<file path="src/rtl/axis_boxcar_decimator.sv">
// Boxcar decimator: averages 2^N signed AXI-Stream samples into one floor-rounded mean.
// With enable low it becomes a combinational pass-through between the two streams.
module axis_boxcar_decimator #(
  parameter int AXIS_TDATA_WIDTH = 32,
  parameter int MAX_LOG2_FACTOR  = 10
) (
  input  logic                        aclk,
  input  logic                        aresetn,
  input  logic                        enable,
  input  logic [3:0]                  log2_factor,
  input  logic                        S_AXIS_tvalid,
  input  logic [AXIS_TDATA_WIDTH-1:0] S_AXIS_tdata,
  output logic                        S_AXIS_tready,
  input  logic                        M_AXIS_tready,
  output logic                        M_AXIS_tvalid,
  output logic [AXIS_TDATA_WIDTH-1:0] M_AXIS_tdata
);

  localparam int W     = AXIS_TDATA_WIDTH;
  localparam int ACC_W = AXIS_TDATA_WIDTH + MAX_LOG2_FACTOR;
  localparam int CNT_W = MAX_LOG2_FACTOR;
  localparam logic [3:0] N_MAX = 4'(MAX_LOG2_FACTOR);

  logic signed [ACC_W-1:0] r_acc;
  logic        [CNT_W-1:0] r_cnt;
  logic        [3:0]       r_n_blk;
  logic        [W-1:0]     r_out_data;
  logic                    r_out_valid;

  logic        [3:0]       w_n_clamp;
  logic        [3:0]       w_n_eff;
  logic        [CNT_W:0]   w_term;
  logic                    w_last;
  logic signed [ACC_W-1:0] w_sum;
  logic signed [ACC_W-1:0] w_mean_full;
  logic                    w_stall;
  logic                    w_accept;

  // NOTE: every always_comb output gets a value on every path, so no latch can be inferred.
  always_comb begin
    w_n_clamp = (log2_factor > N_MAX) ? N_MAX : log2_factor;
    // A block that has not started yet is governed by the live exponent.
    w_n_eff   = (r_cnt == '0) ? w_n_clamp : r_n_blk;
    w_term    = ((CNT_W+1)'(1) << w_n_eff) - (CNT_W+1)'(1);
    w_last    = ({1'b0, r_cnt} == w_term);

    w_sum       = r_acc + {{MAX_LOG2_FACTOR{S_AXIS_tdata[W-1]}}, S_AXIS_tdata};
    w_mean_full = w_sum >>> w_n_eff;

    // Only a block-closing sample can collide with an undrained result.
    w_stall = r_out_valid && !M_AXIS_tready && w_last;

    if (enable) begin
      S_AXIS_tready = aresetn && !w_stall;
      M_AXIS_tvalid = r_out_valid;
      M_AXIS_tdata  = r_out_data;
    end else begin
      S_AXIS_tready = aresetn && M_AXIS_tready;
      M_AXIS_tvalid = aresetn && S_AXIS_tvalid;
      M_AXIS_tdata  = S_AXIS_tdata;
    end

    w_accept = S_AXIS_tvalid && S_AXIS_tready;
  end

  // NOTE: sequential state uses non-blocking assignments so every register samples pre-edge values.
  always_ff @(posedge aclk) begin
    if (!aresetn) begin
      r_acc       <= '0;
      r_cnt       <= '0;
      r_n_blk     <= '0;
      r_out_data  <= '0;
      r_out_valid <= 1'b0;
    end else if (!enable) begin
      r_acc       <= '0;
      r_cnt       <= '0;
      r_out_valid <= 1'b0;
    end else begin
      if (r_out_valid && M_AXIS_tready) begin
        r_out_valid <= 1'b0;
      end
      if (w_accept) begin
        if (r_cnt == '0) begin
          r_n_blk <= w_n_clamp;
        end
        if (w_last) begin
          // Later assignment wins, so a same-cycle drain and reload leaves valid high.
          r_out_data  <= w_mean_full[W-1:0];
          r_out_valid <= 1'b1;
          r_acc       <= '0;
          r_cnt       <= '0;
        end else begin
          r_acc <= w_sum;
          r_cnt <= r_cnt + CNT_W'(1);
        end
      end
    end
  end

endmodule

</file>
<file path="config.mk">
export PLATFORM = sky130hd
export DESIGN_NAME = axis_boxcar_decimator
export DESIGN_NICKNAME = d
export VERILOG_FILES = /design/src/rtl/axis_boxcar_decimator.sv
export SDC_FILE = /design/constraint.sdc
export NUM_CORES = 1
export LEC_CHECK = 0
export CORE_AREA = 5 5 151 153
export DETAILED_ROUTE_END_ITERATION = 16
export DIE_AREA = 0 0 156 158
export PLACE_DENSITY = 0.64
export SLEW_MARGIN = 10
export SYNTH_ARGS = -nofsm -noshare
export SYNTH_HDL_FRONTEND = slang
export SYNTH_SLANG_ARGS = --single-unit
</file>
<file path="constraint.sdc">
create_clock -name aclk -period 7.35 [get_ports aclk]
set_input_delay 1.8375 -clock aclk [delete_from_list [all_inputs] [get_ports aclk]]
set_output_delay 1.8375 -clock aclk [all_outputs]
set_load 0.1 [all_outputs]
</file>
**Placement density heat map**

Bar = 50 um. The die is cut into 16 by 16 equal tiles; black is low, pale yellow is high, 0 to 100% covered.
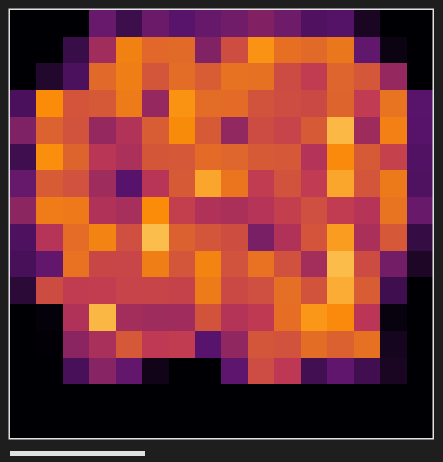
The emptiest ninth of the die: lower left. 21% of the tiles are nearly empty. The fullest tile reaches 86%. The mean over all tiles is 40%.
final core occ: 47.22%
starting density of the core: 41.05%

**M2 wires**

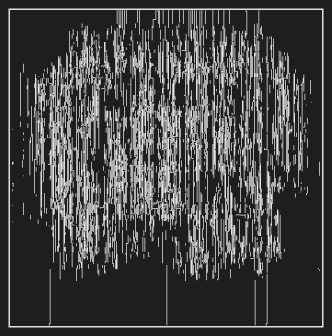
The layer carries 13,700 um of wire. The wires run mostly vertical. The layer holds 45% of the routed length.
final wirelength: 30,220 um
Vias: 9,425

**Track usage over the die**

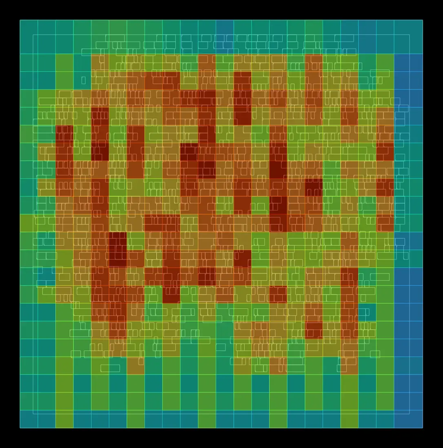
global-route met2 utilization: 38.47%
met1 usage: 32.89%
all-layer global routing usage: 23.95%
global-route track usage on met3: 4.839%

==> summary.log <==
qor: cells_and_area.clock_tree_area_fraction 2.920%
qor: cells_and_area.proportion_of_layout_cells_with_a_drive_suffix_above_1 9.417%
qor: power_and_ir_drop.share_comb_of_total_power 36.1%
qor: critical_path.critical-path-top-delay-family buffers and inverters
qor: cells_and_area.non_clock_buffer_area_share 9.625%
qor: cells_and_area.comb_area_share 65.67%
qor: yosys.yosys-mux-area-fraction 11.91%
qor: route.routedLengthMet1 13,430 um
qor: yosys.ys_seq_share 20.26%
qor: final_timing.period_used_share 94.59%
qor: critical_path.reg2regPathDepth 19
qor: yosys.list_of_most_frequent_post_synthesis_cells sky130_fd_sc_hd__nand2_1, sky130_fd_sc_hd__a21oi_1, sky130_fd_sc_hd__dfxtp_1
qor: critical_path.crit_path_max_incr_delay 0.66 ns
qor: final_timing.maxSlewHeadroom 34.27%
qor: global_routing.number_of_antenna_violations_at_the_first_check_in_global_routing 0
qor: cells_and_area.share_of_the_final_layout_cell_area_in_sequential_cells 17.62%
qor: power_and_ir_drop.cell_pwr_density 152.0 mW/mm2
qor: die.n_tap_cell 280
qor: placed_design.gp_routability_congestion 0.9521
qor: power_and_ir_drop.finalPower 1538 uW
qor: critical_path.worstSetupPathDepth 14
qor: yosys.synth_top_cell_by_area sky130_fd_sc_hd__dfxtp_1
qor: die.die_w 156 um
qor: global_routing.number_of_global_route_vias_before_repair 8,652
qor: cells_and_area.fill_cells 2,186
qor: yosys.synth_top_flop_cell sky130_fd_sc_hd__dfxtp_1
qor: yosys.area_leaders sky130_fd_sc_hd__dfxtp_1, sky130_fd_sc_hd__nand2_1, sky130_fd_sc_hd__a21oi_1, sky130_fd_sc_hd__ha_1, sky130_fd_sc_hd__mux2_2
qor: hold_path.origin_of_the_worst_min_delay_path r_out_data[14]
qor: final_timing.smallest_setup_slack_after_layout 0.3978 ns
qor: route.drt_first_pass_iters 8
qor: route.vias_per_cell 6.148
qor: final_timing.hold_violations 0
qor: power_and_ir_drop.p_seq_share 32.1%
qor: run_status.run_status finished clean
qor: power_and_ir_drop.power_frac_clock 31.8%
qor: cells_and_area.final_layout_top_logic_cells sky130_fd_sc_hd__nand2_1, sky130_fd_sc_hd__a21oi_1, sky130_fd_sc_hd__dfxtp_1
qor: yosys.top_cell_area_share 20.26%
qor: cells_and_area.layout-area-overhead-vs-synth 15.03%
qor: global_routing.grt.overflow.total 0
qor: power_and_ir_drop.switching_power 611.3 uW
qor: cells_and_area.number_of_flip_flops_in_the_largest_register 42
qor: final_timing.worst_slew_pin_slew 0.9828 ns
qor: clocking.clk_pin_slew 0.07 ns
**Wire density map**

Bar = 50 um. The die is cut into 31 by 32 equal tiles; black is low, pale yellow is high, scaled to the fullest tile. Values are wire area over tile area, all layers added.
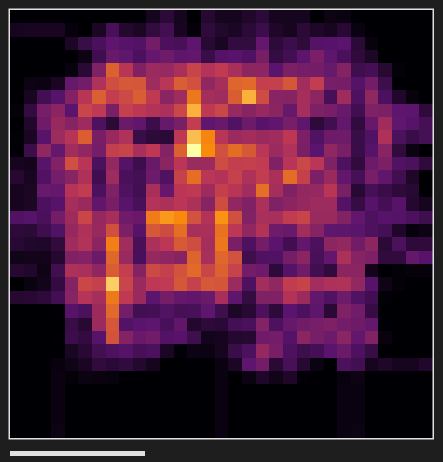
The densest ninth of the die: centre. The fullest tile reaches 0.89. The mean over all tiles is 0.20. 25% of the tiles are nearly empty. 11% of the tiles are over half the peak.
Avg WL per Cell: 19.71 um

**Signal wires on met1**

Bar = 50 um.
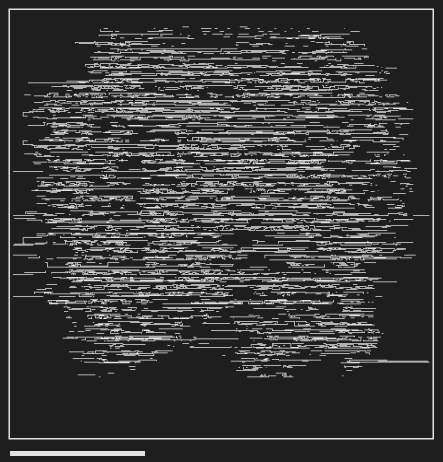
The layer holds 44% of the routed length. The layer carries 13,400 um of wire. The longest straight run is 40.0 um. The wires run mostly horizontal. 1,263 nets have wire on it.

Power figures rest on the tool's default switching activity, not on a simulated workload.
